Fig. 1: signal wires on met1
The bar under the picture is 50 microns long.
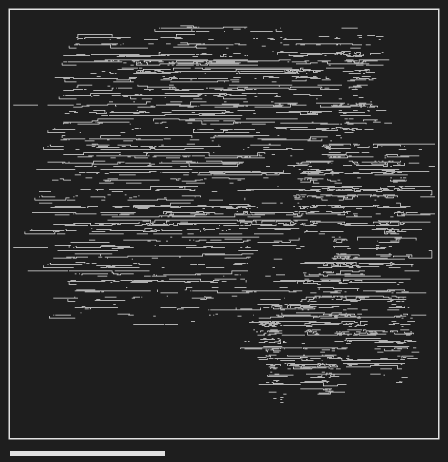
Fig. 2: routing congestion
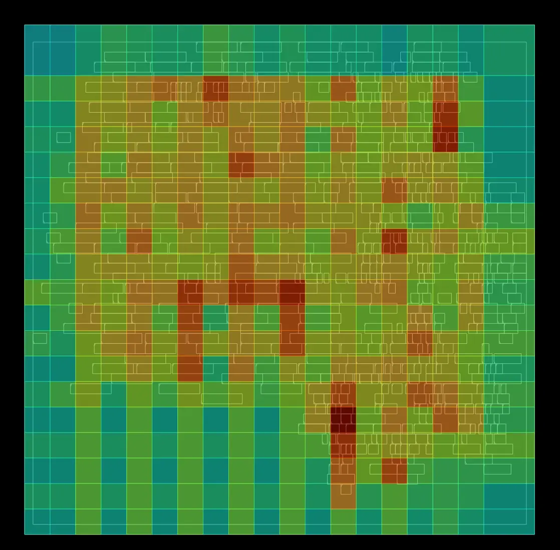
Fig. 3: routed metal per tile
The bar under the picture is 50 microns long. 28 x 28 tiles, from black (low) to pale yellow (high), scaled to the fullest tile. Values are wire area over tile area, all layers added.
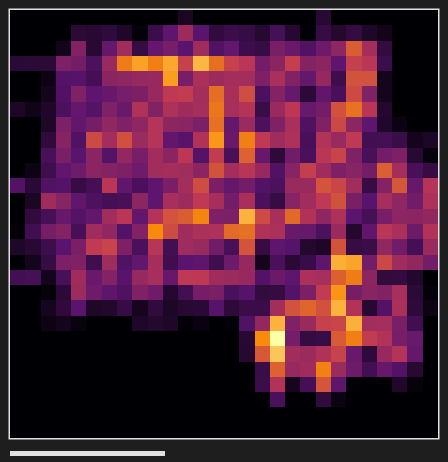
Fig. 4: placement density heat map
The bar under the picture is 50 microns long. 14 x 14 tiles, from black (low) to pale yellow (high), 0 to 100% covered.
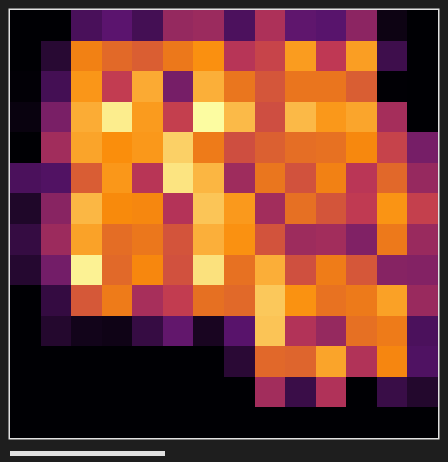
<file path="src/rtl/kbd_event_scheduler.sv">
// Shares the key-matrix write port between live PS/2 key events and a FIFO of injected keystrokes.
// Live writes land 1 cycle after ps2_valid and always win. Injected writes retry on collision. inj_ready drops when the FIFO is full.
module kbd_event_scheduler #(
    parameter int HOLD_CYCLES = 100000,
    parameter int GAP_CYCLES  = 100000,
    parameter int CNT_W       = 24,
    parameter int FIFO_DEPTH  = 16
) (
    input  logic       clk,
    input  logic       reset,
    input  logic       ps2_valid,
    input  logic [3:0] ps2_row,
    input  logic [2:0] ps2_col,
    input  logic       ps2_pressed,
    input  logic       inj_valid,
    input  logic [3:0] inj_row,
    input  logic [2:0] inj_col,
    output logic       inj_ready,
    input  logic       inj_abort,
    output logic       inj_busy,
    output logic       mat_we,
    output logic [3:0] mat_row,
    output logic [2:0] mat_col,
    output logic       mat_pressed
);
    localparam int AW = (FIFO_DEPTH > 1) ? $clog2(FIFO_DEPTH) : 1;
    localparam logic [CNT_W-1:0] HOLD_LOAD = CNT_W'(HOLD_CYCLES - 1);
    localparam logic [CNT_W-1:0] GAP_LOAD  = CNT_W'(GAP_CYCLES - 1);
    localparam logic [AW:0]      FULL_CNT  = (AW+1)'(FIFO_DEPTH);

    typedef enum logic [2:0] {IDLE, PRESS, HOLD, RELEASE, GAP} state_t;

    state_t           state, state_nx;
    logic [6:0]       fifo_mem [FIFO_DEPTH];
    logic [AW-1:0]    wr_ptr, rd_ptr;
    logic [AW:0]      count;
    logic             push, pop;
    logic [3:0]       head_row;
    logic [2:0]       head_col;
    logic             head_ok;
    logic [3:0]       cur_row, cur_row_nx;
    logic [2:0]       cur_col, cur_col_nx;
    logic [CNT_W-1:0] cnt, cnt_nx;
    logic             idle_settled;
    logic             seq_req, seq_pressed;
    logic             grant, live_ok;

    assign inj_ready = (count != FULL_CNT);
    assign inj_busy  = (count != '0) || (state != IDLE);
    assign push      = inj_valid && inj_ready && !inj_abort;
    assign head_row  = fifo_mem[rd_ptr][6:3];
    assign head_col  = fifo_mem[rd_ptr][2:0];
    assign head_ok   = (head_row <= 4'd13) && (head_col != 3'd7);
    assign live_ok   = ps2_valid && (ps2_row <= 4'd13) && (ps2_col != 3'd7);
    // Any live pulse owns the port, even one that is dropped as out of range.
    assign grant     = !ps2_valid;

    always_ff @(posedge clk) begin
        if (reset || inj_abort) begin
            wr_ptr <= '0;
            rd_ptr <= '0;
            count  <= '0;
        end else begin
            if (push)
                wr_ptr <= wr_ptr + AW'(1);
            if (pop)
                rd_ptr <= rd_ptr + AW'(1);
            if (push && !pop)
                count <= count + (AW+1)'(1);
            else if (pop && !push)
                count <= count - (AW+1)'(1);
        end
    end

    always_ff @(posedge clk) begin
        if (push)
            fifo_mem[wr_ptr] <= {inj_row, inj_col};
    end

    always_comb begin
        state_nx    = state;
        cnt_nx      = cnt;
        cur_row_nx  = cur_row;
        cur_col_nx  = cur_col;
        pop         = 1'b0;
        seq_req     = 1'b0;
        seq_pressed = 1'b0;
        case (state)
            IDLE: begin
                // The first IDLE cycle after a keystroke is a settle cycle.
                if (!inj_abort && count != '0 && idle_settled) begin
                    pop = 1'b1;
                    if (head_ok) begin
                        cur_row_nx = head_row;
                        cur_col_nx = head_col;
                        state_nx   = PRESS;
                    end
                end
            end
            PRESS: begin
                seq_req     = 1'b1;
                seq_pressed = 1'b1;
                if (grant) begin
                    state_nx = inj_abort ? RELEASE : HOLD;
                    cnt_nx   = HOLD_LOAD;
                end else if (inj_abort) begin
                    state_nx = IDLE;
                end
            end
            HOLD: begin
                if (inj_abort || cnt == '0)
                    state_nx = RELEASE;
                else
                    cnt_nx = cnt - CNT_W'(1);
            end
            RELEASE: begin
                seq_req = 1'b1;
                if (grant) begin
                    state_nx = GAP;
                    cnt_nx   = GAP_LOAD;
                end
            end
            GAP: begin
                if (inj_abort || cnt == '0)
                    state_nx = IDLE;
                else
                    cnt_nx = cnt - CNT_W'(1);
            end
            default: state_nx = IDLE;
        endcase
    end

    always_ff @(posedge clk) begin
        if (reset) begin
            state        <= IDLE;
            cnt          <= '0;
            cur_row      <= '0;
            cur_col      <= '0;
            idle_settled <= 1'b1;
        end else begin
            state        <= state_nx;
            cnt          <= cnt_nx;
            cur_row      <= cur_row_nx;
            cur_col      <= cur_col_nx;
            idle_settled <= (state == IDLE);
        end
    end

    always_ff @(posedge clk) begin
        if (reset) begin
            mat_we      <= 1'b0;
            mat_row     <= '0;
            mat_col     <= '0;
            mat_pressed <= 1'b0;
        end else begin
            mat_we <= live_ok || (seq_req && grant);
            if (live_ok) begin
                mat_row     <= ps2_row;
                mat_col     <= ps2_col;
                mat_pressed <= ps2_pressed;
            end else if (seq_req && grant) begin
                mat_row     <= cur_row;
                mat_col     <= cur_col;
                mat_pressed <= seq_pressed;
            end
        end
    end
endmodule

</file>
<file path="config.mk">
export PLATFORM = sky130hd
export DESIGN_NAME = kbd_event_scheduler
export DESIGN_NICKNAME = d
export VERILOG_FILES = /design/src/rtl/kbd_event_scheduler.sv
export SDC_FILE = /design/constraint.sdc
export NUM_CORES = 1
export LEC_CHECK = 0
export CAP_MARGIN = 20
export CORE_MARGIN = 2
export CORE_UTILIZATION = 40
export CTS_CLUSTER_SIZE = 24
export DETAILED_ROUTE_END_ITERATION = 16
export PLACE_DENSITY = 0.65
export SETUP_SLACK_MARGIN = 0.02
export SYNTH_ARGS = -nofsm -noshare
export SYNTH_HDL_FRONTEND = slang
export SYNTH_SLANG_ARGS = --single-unit
</file>
<file path="constraint.sdc">
create_clock -name clk -period 3.76 [get_ports clk]
set_clock_uncertainty 0.1 [all_clocks]
set_input_delay 0.564 -clock clk [delete_from_list [all_inputs] [get_ports clk]]
set_output_delay 0.564 -clock clk [all_outputs]
set_load 0.1 [all_outputs]
</file>
==> GITHUB_STEP_SUMMARY <==
## Synthesis and layout report

| Metric | Value |
|---|---|
| Synth Area in Simple Gates | 11.1% |
| Placed Area | 7780 sq um |
| Cell Area, Synth | 7170 sq um |
| Most frequent logic cell in the layout | edfxtp_1 |
| Max incr delay on CP | 0.58 ns |
| Status | complete, no violations |
| Overflow after GRT | 0 |
| Startpoint types | flip-flop |
| Cell count after synthesis | 528 |
| Synth Seq Share | 63.9% |
| Ys cells | 528 |
| P&R area growth vs syn | 16.7% |
| Commonest flop | edfxtp_1 |
| Top class by area | flip-flops and latches |
| CTS max path bufs | 2 |
| CP max-delay cell | or4_1 |
| Syn_nets | 560 |
| Worst-margin pin slew | 0.969 ns |
| Mux frac, synth | 10.6% |
| Yosys adder share | 2.20% |
| Yosys warns | 0 |
| Layout Nets | 598 |
| Levels on crit path | 12 |
| CTS sink cnt | 173 |
| Power per cell area | 618 nW/um^2 |
| Max reg flops | 112 |
| Average vias per placed instance | 5.41 |
| MaxCap Viol Count | 0 |
| Register with the most flip-flops | fifo_mem |
| Vias in the first global route | 4400 |
| CP arrival | 3.51 ns |
| Hold Crit Class | reg -> reg |
| Met1 WL | 6820 microns |
| Final-layout non-clock buffer area share | 5.20% |
| Hold Slack | 0.367 ns |
| Final Hold Viols | 0 |
| Library cells used by synthesis | 49 |
| R2r setup slk | 0.51 ns |
| Synth top cells by count | edfxtp_1 (112), dfxtp_1 (61), nor2_1 (51) |
| Worst setup margin | 0.509 ns |
| Max IR drop VDD | 0.369 mV |
| Switching share of power | 29.7% |
| DIE AREA | 19000 sq um |
| Synthesized area per cell | 13.6 sq um |
| Met3 wire length | 600 microns |
| Reg area | 4580 sq um |
| CLK BUF | 19 |
| Largest registers | fifo_mem: 112 flops, cnt: 24 flops, count: 5 flops |
| Design area | 8370 sq um |
| Crit Path Max Fanout | 5 |
| Ant. Diodes | 0 |
| IO Pins | 31 |
| Mi-comb count | 318 |
| Tot Pwr | 5170 uW |
| Top cell area share | 46.9% |
| H-tree level count | 4 |
| Fillers | 1511 |
| Yosys top cell by instances | edfxtp_1 |
| Flop count | 173 |
| Critical Path RT | 4.01 ns |
| Fin. max-slew vios | 0 |
| Seq pwr | 2240 uW |
| Row count | 48 |
| Post-synth regs | 173 |
| Synth top area cells | edfxtp_1 (47%), dfxtp_1 (17%), mux4_2 (9.4%), nor2_1 (2.7%), nand2_1 (2.2%) |
| Largest net degree at the start of global routing | 31 |
| Period minus WS final | 3.25 ns |
| Layout cells sized above 1 | 14.5% |
| Non-clock buffers | 47 |
| HP Start | cur_row[1] |
| DR pass1 iterations | 4 |
| Unrepaired setup endpoints after global routing | false |
| Chip area in the Yosys report | 7170 sq um |
| # setup viols final | 0 |
| Number of I/O port buffers | 30 |
| Clk pwr | 1780 uW |
| Die H | 138 microns |
| Max Freq | 308 MHz |
Notes on Fig. 1 above:
560 nets have wire on it. The wires run mostly horizontal. The layer holds 48% of the routed length. The longest straight run is 33.1 microns.
final wirelength: 14200 microns
met1 Use GR: 22.7%
via count: 4349

Notes on Fig. 2 above:
met2 Use GR: 25.5%
met3 Use GR: 4.20%
Total GRT Usage: 16.3%

Notes on Fig. 3 above:
The fullest tile reaches 0.50. The emptiest ninth of the die: bottom left. 30% of the tiles are nearly empty. The mean over all tiles is 0.12.
drt wl/cell: 17.6 microns

Notes on Fig. 4 above:
The densest ninth of the die: middle. The fullest tile reaches 99%. The emptiest ninth of the die: bottom left. The mean over all tiles is 43%. 18% of the tiles are over 75% full.
Core Region: 17400 sq um
fin util: 48.1%
FP Util: 41.2%

Power is estimated from default activity; no workload was simulated.
